[config.mk]
export PLATFORM = sky130hd
export DESIGN_NAME = jpeg_seg_rle_sequencer
export DESIGN_NICKNAME = d
export VERILOG_FILES = /design/src/rtl/jpeg_seg_rle_sequencer.sv
export SDC_FILE = /design/constraint.sdc
export NUM_CORES = 1
export LEC_CHECK = 0
export ABC_AREA = 1
export CORE_UTILIZATION = 35
export DETAILED_ROUTE_END_ITERATION = 7
export PLACE_DENSITY_LB_ADDON = 0.25
export SLEW_MARGIN = 20
export SYNTH_ARGS = -nofsm -noshare
export SYNTH_HDL_FRONTEND = slang
export SYNTH_SLANG_ARGS = --single-unit
export TNS_END_PERCENT = 100
[constraint.sdc]
create_clock -name clk -period 14 [get_ports clk]
set_input_delay 2.1 -clock clk [delete_from_list [all_inputs] [get_ports clk]]
set_output_delay 2.1 -clock clk [all_outputs]
set_load 0.01 [all_outputs]
[src/rtl/jpeg_seg_rle_sequencer.sv]
// JPEG AC run-length sequencer: turns merged 8-coefficient segment summaries into
// (run, value) symbols, carrying zero runs across segments and inserting ZRL/EOB.
module jpeg_seg_rle_sequencer #(
  parameter int unsigned SEG_LEN = 8,
  parameter int unsigned ENT_W   = 14,
  parameter int unsigned VAL_W   = 8
) (
  input  logic                     clk,
  input  logic                     rst,
  input  logic                     seg_valid,
  output logic                     seg_ready,
  input  logic [2:0]               seg_left,
  input  logic [2:0]               seg_right,
  input  logic                     seg_flag,
  input  logic [SEG_LEN*ENT_W-1:0] seg_array,
  input  logic [3:0]               seg_size,
  input  logic                     seg_last,
  output logic                     sym_valid,
  input  logic                     sym_ready,
  output logic [3:0]               sym_run,
  output logic [VAL_W-1:0]         sym_value,
  output logic                     sym_eob
);

  localparam int unsigned ACC_W = 7;
  localparam int unsigned IDX_W = $clog2(SEG_LEN);
  localparam logic [ACC_W-1:0] ZRL_LEN = ACC_W'(16);

  typedef enum logic [1:0] {S_IDLE, S_EMIT, S_EOB} state_t;

  typedef struct packed {
    logic [3:0]       run;
    logic [VAL_W-1:0] value;
  } sym_t;

  state_t           state;
  logic [ACC_W-1:0] carry;
  logic [ACC_W-1:0] run_acc;
  logic [IDX_W-1:0] idx;
  logic [ENT_W-1:0] ents_q [SEG_LEN];
  logic [2:0]       right_q;
  logic             last_q;

  logic [ENT_W-1:0] seg_ents [SEG_LEN];
  logic             seg_nz;
  logic [IDX_W-1:0] first_idx;
  logic [ENT_W-1:0] first_ent;
  logic [ACC_W-1:0] acc_first;
  logic [VAL_W-1:0] cur_val;
  logic [ENT_W-1:0] nxt_ent;
  logic [ACC_W-1:0] nxt_run;
  logic [ACC_W-1:0] zrl_left;
  logic             accept;
  logic             handshake;

  // A run of 16+ zeros must first be chipped down with ZRL symbols.
  function automatic sym_t coef_sym(input logic [ACC_W-1:0] r, input logic [VAL_W-1:0] v);
    sym_t s;
    if (r >= ZRL_LEN) begin
      s.run   = 4'd15;
      s.value = '0;
    end else begin
      s.run   = r[3:0];
      s.value = v;
    end
    return s;
  endfunction

  always_comb begin
    for (int unsigned i = 0; i < SEG_LEN; i++) begin
      seg_ents[i] = seg_array[i*ENT_W +: ENT_W];
    end
  end

  assign seg_ready = (state == S_IDLE) && !rst;
  assign accept    = seg_valid && seg_ready;
  assign handshake = sym_valid && sym_ready;

  // Size 0 with flag set is illegal and degrades to an all-zero segment.
  assign seg_nz    = seg_flag && (seg_size != 4'd0);
  assign first_idx = IDX_W'(seg_size - 4'd1);
  assign first_ent = seg_ents[first_idx];
  assign acc_first = carry + ACC_W'(seg_left) + ACC_W'(first_ent[ENT_W-1:VAL_W]);

  assign cur_val  = ents_q[idx][VAL_W-1:0];
  assign nxt_ent  = ents_q[idx - IDX_W'(1)];
  assign nxt_run  = ACC_W'(nxt_ent[ENT_W-1:VAL_W]);
  assign zrl_left = run_acc - ZRL_LEN;

  always_ff @(posedge clk or posedge rst) begin
    if (rst) begin
      state     <= S_IDLE;
      carry     <= '0;
      run_acc   <= '0;
      idx       <= '0;
      right_q   <= '0;
      last_q    <= 1'b0;
      sym_valid <= 1'b0;
      sym_run   <= '0;
      sym_value <= '0;
      sym_eob   <= 1'b0;
      for (int unsigned i = 0; i < SEG_LEN; i++) begin
        ents_q[i] <= '0;
      end
    end else begin
      case (state)
        S_IDLE: begin
          if (accept) begin
            ents_q  <= seg_ents;
            right_q <= seg_right;
            last_q  <= seg_last;
            if (seg_nz) begin
              idx                  <= first_idx;
              run_acc              <= acc_first;
              carry                <= '0;
              state                <= S_EMIT;
              sym_valid            <= 1'b1;
              sym_eob              <= 1'b0;
              {sym_run, sym_value} <= coef_sym(acc_first, first_ent[VAL_W-1:0]);
            end else begin
              carry <= carry + ACC_W'(SEG_LEN);
              if (seg_last) begin
                state     <= S_EOB;
                sym_valid <= 1'b1;
                sym_eob   <= 1'b1;
                sym_run   <= '0;
                sym_value <= '0;
              end
            end
          end
        end

        S_EMIT: begin
          if (handshake) begin
            if (run_acc >= ZRL_LEN) begin
              run_acc              <= zrl_left;
              {sym_run, sym_value} <= coef_sym(zrl_left, cur_val);
            end else if (idx != '0) begin
              idx                  <= idx - IDX_W'(1);
              run_acc              <= nxt_run;
              {sym_run, sym_value} <= coef_sym(nxt_run, nxt_ent[VAL_W-1:0]);
            end else begin
              sym_run   <= '0;
              sym_value <= '0;
              // Trailing zeros of the final segment fold into EOB, unless there are none.
              if (last_q && (right_q != 3'd0)) begin
                carry     <= ACC_W'(right_q);
                state     <= S_EOB;
                sym_valid <= 1'b1;
                sym_eob   <= 1'b1;
              end else if (last_q) begin
                carry     <= '0;
                state     <= S_IDLE;
                sym_valid <= 1'b0;
              end else begin
                carry     <= ACC_W'(right_q);
                state     <= S_IDLE;
                sym_valid <= 1'b0;
              end
            end
          end
        end

        S_EOB: begin
          if (handshake) begin
            carry     <= '0;
            state     <= S_IDLE;
            sym_valid <= 1'b0;
            sym_eob   <= 1'b0;
          end
        end

        default: state <= S_IDLE;
      endcase
    end
  end

endmodule

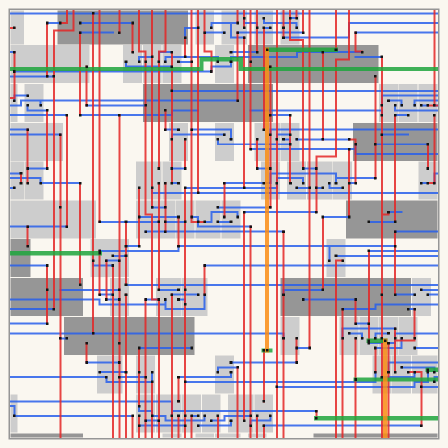
Fig. 1. A small window of the routed layout.
Window x 68 to 98, y 35 to 65 um. Cells in gray, sequential cells in the stronger gray; small squares are vias.
blue -> M1
red -> M2
orange -> M4
green -> M3
sequential cells in the window = 8
cells with their middle in the window = 62
most frequent = nand2_1 (35), dfrtp_1 (8), nand3_1 (7)
netlist names of flops here include = `ents_q` (8)

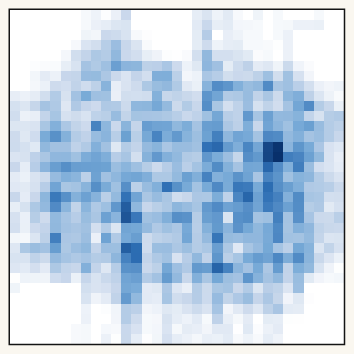
Fig. 2. Signal metal coverage by tile.
(2 px per um) The die is cut into 33 by 33 equal tiles; white is low, dark blue is high, scaled to the fullest tile. Values are wire area over tile area, all layers added.
nearly empty tiles = 17%
fullest tile = 0.69
tiles over half the peak = 15%

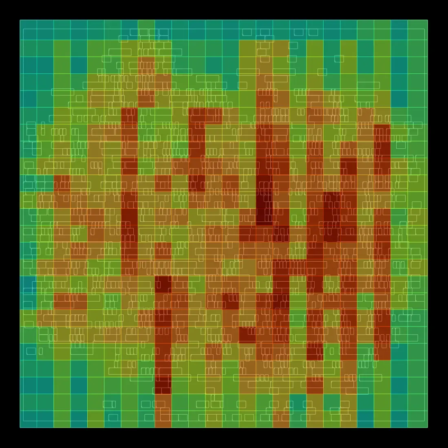
Fig. 3. Routing congestion.
most used routing layer: met2
WL/cell: 17.3 um

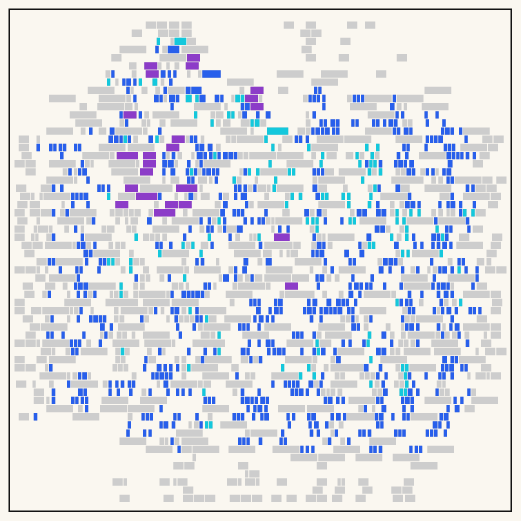
Fig. 4. Gate-type map.
(3 px per um)
blue -> nand cells  # cells 677
cyan -> nor cells  # cells 121
purple -> fa/ha/maj cells  # cells 23

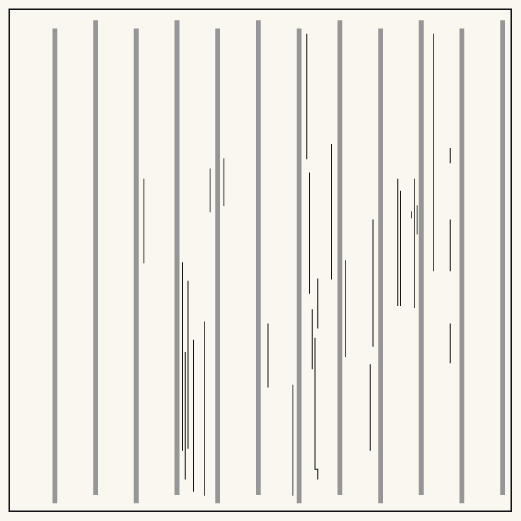
Fig. 5. M4 wires.
(3 px per um) Supply wires on this layer in gray.
nets with wire on the layer = 26
longest straight run = 78.9 um
wire length on this layer = 945 um

==> results.py <==
# Synthesis and PnR figures
metrics = {
    "status": {
        "outcome": "finished clean",
    },
    "worst_setup_path": {
        "reg2regPathDepth": 11,
        "endpoint_kind": "flop",
        "cpLargestDelayFamily": "buffers and inverters",
        "critPathCapture": "sym_run[1]$_DFFE_PP0P_",
        "crit_slowest_cell": "xnor2_2",
        "startpoint_type": "primary input",
        "worstReg2RegStart": "idx[0]$_DFFE_PP0P_",
        "cp_num_buf_inv": 5,
        "cp.arrival_ns": 6.84,
        "cp_common_cell": "nand2_1",
    },
    "layout": {
        "drive_gt1_frac": 0.0471,
        "finalNetCount": 1667,
        "top_regs": "ents_q (112), sym_value (8)",
        "area_growth_pct": 23.0,
        "fill_cells": 2753,
    },
    "cts": {
        "clockBufferDepth": 2,
        "cts_inserted_buffers": 17,
        "clk_latency_ns": 0.44,
    },
    "synthesis": {
        "syn_nets": 1581,
        "top_area_cell": "dfrtp_1",
        "ff_type": "dfrtp_1",
        "ys.flops": 149,
        "ys_sh_simple": 0.342,
        "synth.logic.top_family": "simple AND/OR/NAND/NOR gates",
        "area_leaders": "dfrtp_1 (39%), nand2_1 (21%), o21ai_0 (7.5%)",
        "synth-edff-count": 0,
        "synth_area_per_cell_sq_um": 6.65,
        "synth_seq_share": 0.392,
    },
    "final_timing": {
        "setup_tns_ns": 0,
        "fin_skew_ns": 0.0131,
        "rsz0062_at_grt": "no",
        "layout_min_cycle_time_ns": 6.51,
        "post-route-period-util": 0.465,
        "worstMarginPinSlew_ns": 1.08,
        "timing.hold.ws_ns": 0.478,
    },
    "route": {
        "routed_via_density": 5.20,
        "wl_met2_mm": 15.5,
        "routed_wl_mm": 32.2,
        "top_layer": "met4",
        "ant_nets": 0,
    },
    "placed_design": {
        "place_ws_ns": 7.11,
        "place_area_sq_mm": 0.0111,
    },
    "global_route": {
        "antenna_found_initial": 0,
        "met3_usage": 0.0392,
        "grt_pass1_vias": 9390,
    },
    "die": {
        "coreArea_sq_mm": 0.0264,
        "ios": 143,
    },
    "job": {
        "tool_warnings": 38,
    },
}
-- cell usage in the layout, fill, tap and decap left out, types with 6 or more instances in the layout --
cell             count
clkbuf_16           17
nand2_1            536
clkdlybuf4s50_1    141
nand3_1            130
dfrtp_1            148
inv_2                7
o21ai_1             30
nor2_1             115
nand2_2              6
ha_1                18
o21ai_0            142
o211ai_1             8
a21oi_1             59
inv_1              100
buf_4                9
-- area by class of cell --
type	instances	area (sq um)	share of cell area
clock buffer	17	425	0.0363
clock inverter	14	224	0.0191
inverter	113	430	0.0368
multi-input combinational	1084	4990	0.427
sequential	149	3730	0.319
tap	335	419	0.0358
timing repair buffer	151	1480	0.127
-- Yosys cell counts, types with 2 or more instances --
library cell and n:
o22ai_1 2, dfrtp_1 149, o211ai_1 8, a31oi_1 5
a21oi_1 59, and3_1 2, o21ai_2 3, buf_2 36
clkinv_1 3, buf_6 2, ha_1 19, inv_2 7
xnor2_1 2, nand4_1 2, buf_1 6, fa_1 4
nor3_1 3, o21ai_0 142, nand3_1 130, nor2_1 115
buf_4 2, a22oi_1 2, nand2_2 7, o21ai_1 30
nand2_1 536, inv_1 103, clkbuf_1 38
-- power breakdown --
| group | total (mW) | switching (mW) | internal (mW) |
|---|---|---|---|
| clock | 0.523 | 0.205 | 0.319 |
| combinational | 1.41 | 0.938 | 0.472 |
| sequential | 0.787 | 0.145 | 0.641 |
-- worst min-delay path: stages (launching register included) --
cell and delay [ns]:
dfrtp_1 0.34, nand2_1 0.05, nand2_1 0.05
-- logic make-up (layout without fill, tap and decap cells) --
kind of cell / after synthesis / count (layout)
AND/OR/NAND/NOR: 801 / 801
AND-OR/OR-AND: 255 / 255
buffers and inverters: 197 / 295
flip-flops: 149 / 149
adder cells (fa/ha/maj): 23 / 23
XOR/XNOR: 5 / 5
Power and IR drop assume default switching activity.
